$ cat src/rtl/btn_debounce_multi.sv
// ---------------------------------------------------------------------------
// btn_debounce_multi
//   Multi-channel push-button conditioner. A single shared tick enable sets
//   the sample rate; each channel owns a 2-flop synchroniser, a tick-sampled
//   shift-register filter with hysteresis, press/release pulses and a
//   long-press / auto-repeat FSM.
//
// Ports
//   clk       : system clock
//   rst       : asynchronous reset, active low
//   i_btn     : [N_CH] raw button inputs, 1 = pressed
//   o_level   : [N_CH] debounced level
//   o_press   : [N_CH] 1-clk pulse on debounced rising edge
//   o_release : [N_CH] 1-clk pulse on debounced falling edge
//   o_long    : [N_CH] 1-clk pulse when the hold reaches LONG_TICKS
//   o_repeat  : [N_CH] 1-clk pulse every REPEAT_TICKS ticks after o_long
// ---------------------------------------------------------------------------

// Per-channel conditioner. Ports as the top, one bit wide, plus i_tick.
module btn_debounce_ch #(
    parameter int DEPTH        = 8,
    parameter int LONG_TICKS   = 1000,
    parameter int REPEAT_TICKS = 200
) (
    input  logic clk,
    input  logic rst,
    input  logic i_tick,
    input  logic i_btn,
    output logic o_level,
    output logic o_press,
    output logic o_release,
    output logic o_long,
    output logic o_repeat
);
    localparam int MAXT = (LONG_TICKS > REPEAT_TICKS) ? LONG_TICKS : REPEAT_TICKS;
    localparam int CW   = $clog2(MAXT + 1);
    localparam logic [CW-1:0] LONG_LAST = CW'(LONG_TICKS - 1);
    localparam logic [CW-1:0] REP_LAST  = CW'((REPEAT_TICKS > 0) ? REPEAT_TICKS - 1 : 0);

    typedef enum logic [1:0] {S_IDLE, S_HELD, S_RPT, S_LHOLD} state_t;

    logic [1:0]       sync_q;
    logic [DEPTH-1:0] sr;
    logic             level_q;
    logic             rise_ev, fall_ev;
    state_t           state, state_nxt;
    logic [CW-1:0]    cnt, cnt_nxt;
    logic             long_nxt, rep_nxt;

    // Synchroniser and tick-sampled filter; newest sample enters at the MSB.
    always_ff @(posedge clk or negedge rst) begin
        if (!rst) begin
            sync_q <= '0;
            sr     <= '0;
        end else begin
            sync_q <= {sync_q[0], i_btn};
            if (i_tick) sr <= {sync_q[1], sr[DEPTH-1:1]};
        end
    end

    // Hysteresis: only a full window of equal samples moves the level, so
    // these events are also the exact cycles the level flips.
    assign rise_ev = (&sr)  & ~level_q;
    assign fall_ev = (~|sr) &  level_q;

    always_ff @(posedge clk or negedge rst) begin
        if (!rst) begin
            level_q   <= 1'b0;
            o_press   <= 1'b0;
            o_release <= 1'b0;
        end else begin
            if (rise_ev) level_q <= 1'b1;
            else if (fall_ev) level_q <= 1'b0;
            o_press   <= rise_ev;
            o_release <= fall_ev;
        end
    end

    assign o_level = level_q;

    // FSM state register (pulse outputs registered alongside)
    always_ff @(posedge clk or negedge rst) begin
        if (!rst) begin
            state    <= S_IDLE;
            cnt      <= '0;
            o_long   <= 1'b0;
            o_repeat <= 1'b0;
        end else begin
            state    <= state_nxt;
            cnt      <= cnt_nxt;
            o_long   <= long_nxt;
            o_repeat <= rep_nxt;
        end
    end

    // FSM next state; a falling level overrides everything.
    always_comb begin
        state_nxt = state;
        cnt_nxt   = cnt;
        if (fall_ev) begin
            state_nxt = S_IDLE;
            cnt_nxt   = '0;
        end else begin
            case (state)
                S_IDLE: if (rise_ev) begin
                    state_nxt = S_HELD;
                    cnt_nxt   = '0;
                end
                S_HELD: if (i_tick) begin
                    if (cnt == LONG_LAST) begin
                        state_nxt = (REPEAT_TICKS > 0) ? S_RPT : S_LHOLD;
                        cnt_nxt   = '0;
                    end else begin
                        cnt_nxt = cnt + CW'(1);
                    end
                end
                S_RPT: if (i_tick) begin
                    cnt_nxt = (cnt == REP_LAST) ? '0 : cnt + CW'(1);
                end
                default: ;  // S_LHOLD: wait for release, counter frozen
            endcase
        end
    end

    // FSM outputs; suppressed when the release lands in the same cycle.
    always_comb begin
        long_nxt = ~fall_ev & (state == S_HELD) & i_tick & (cnt == LONG_LAST);
        rep_nxt  = ~fall_ev & (state == S_RPT)  & i_tick & (cnt == REP_LAST);
    end
endmodule

module btn_debounce_multi #(
    parameter int N_CH         = 4,
    parameter int CLK_DIV      = 100000,
    parameter int DEPTH        = 8,
    parameter int LONG_TICKS   = 1000,
    parameter int REPEAT_TICKS = 200
) (
    input  logic            clk,
    input  logic            rst,
    input  logic [N_CH-1:0] i_btn,
    output logic [N_CH-1:0] o_level,
    output logic [N_CH-1:0] o_press,
    output logic [N_CH-1:0] o_release,
    output logic [N_CH-1:0] o_long,
    output logic [N_CH-1:0] o_repeat
);
    localparam int TW = $clog2(CLK_DIV);
    localparam logic [TW-1:0] TLAST = TW'(CLK_DIV - 1);

    logic [TW-1:0] tcnt;
    logic          tick;

    // Shared sample tick: one registered pulse every CLK_DIV clocks.
    always_ff @(posedge clk or negedge rst) begin
        if (!rst) begin
            tcnt <= '0;
            tick <= 1'b0;
        end else begin
            tick <= (tcnt == TLAST);
            tcnt <= (tcnt == TLAST) ? '0 : tcnt + TW'(1);
        end
    end

    for (genvar g = 0; g < N_CH; g++) begin : g_ch
        btn_debounce_ch #(
            .DEPTH        (DEPTH),
            .LONG_TICKS   (LONG_TICKS),
            .REPEAT_TICKS (REPEAT_TICKS)
        ) u_ch (
            .clk       (clk),
            .rst       (rst),
            .i_tick    (tick),
            .i_btn     (i_btn[g]),
            .o_level   (o_level[g]),
            .o_press   (o_press[g]),
            .o_release (o_release[g]),
            .o_long    (o_long[g]),
            .o_repeat  (o_repeat[g])
        );
    end
endmodule

$ cat config.mk
export PLATFORM = sky130hd
export DESIGN_NAME = btn_debounce_multi
export DESIGN_NICKNAME = d
export VERILOG_FILES = /design/src/rtl/btn_debounce_multi.sv
export SDC_FILE = /design/constraint.sdc
export NUM_CORES = 1
export LEC_CHECK = 0
export ABC_AREA = 0
export CAP_MARGIN = 20
export CORE_UTILIZATION = 61
export CTS_CLUSTER_DIAMETER = 30
export CTS_CLUSTER_SIZE = 16
export DETAILED_ROUTE_END_ITERATION = 10
export GPL_TIMING_DRIVEN = 1
export PLACE_DENSITY = 0.8
export SLEW_MARGIN = 10
export SYNTH_ARGS = -nofsm -noshare
export SYNTH_HDL_FRONTEND = slang
export SYNTH_SLANG_ARGS = --single-unit
$ cat constraint.sdc
create_clock -name clk -period 2.4 [get_ports clk]
set_input_delay 0.24 -clock clk [delete_from_list [all_inputs] [get_ports clk]]
set_output_delay 0.24 -clock clk [all_outputs]
set_load 0.005 [all_outputs]
Figure 1. Sizing map.
Drawn at 4 px/micron.
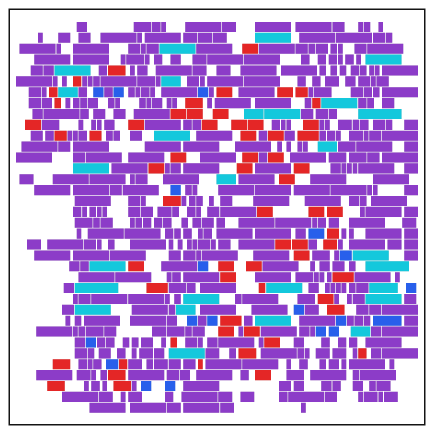
size	colour	cells	share	most used
_2 cells	red	63	10%	mux2_2
_6 and larger	cyan	27	4.4%	clkbuf_16
_0 and _1 cells	purple	504	82%	dfrtp_1
_3 and _4 cells	blue	19	3.1%	buf_4

Figure 2. Placed cells, one colour a class.
Drawn at 4 px/micron. Fill, decap, tap and diode cells in grey.
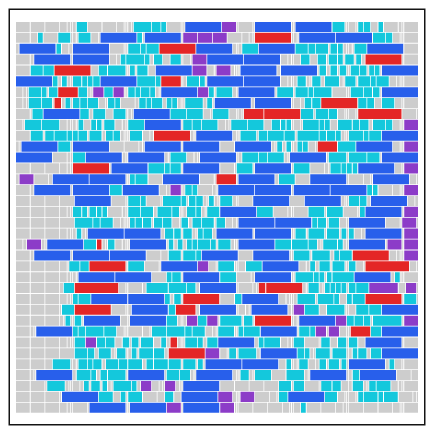
class	colour	cells	share of their area
flops	blue	126	45%
clock drivers and dummy loads	red	30	8.6%
combinational and other logic	cyan	416	41%
other buffers and delay cells	purple	41	5.4%

==> results.tsv <==
metric	value	unit
worst slack, placed	-0.0147	ns
post-layout util	73.2	%
Core Area	0.00986	sq mm
CP startpoint	g_ch[2].u_ch.o_level$_DFFE_PN0P_	
switching pwr	0.903	mW
peak supply drop	0.471	mV
Worst Hold Class	in2reg	
post-synthesis chip area from yosys	0.00629	sq mm
sw frac	18.9	%
met3 wire length	395	microns
clock network power share	54.2	%
Most used DFF post-synth	dfrtp_1	
Filler cells	642	
clock buffer count from CTS	17	
clk_skew	0.00704	ns
Rel. slew slack	36.0	%
yosys stat cell total	577	
Hold EP	g_ch[1].u_ch.sync_q[0]$_DFF_PN0_	
run status	finished, final reports clean	
P_seq	2.14	mW
Final Worst Setup Slack	0.0150	ns
f_max	419	MHz
Cell Count, Final, Fillers Out	746	
post_cts resized	1	
Figure 3. M3 wires.
Drawn at 4 px/micron.
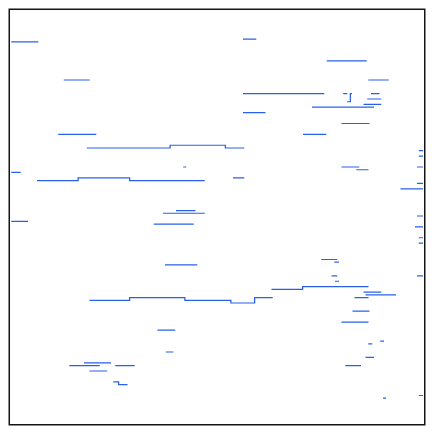
main direction	horizontal
nets with wire on the layer	44
share of all routed wire	3.3%
longest straight run	20.7 microns

Power and IR drop assume default switching activity.
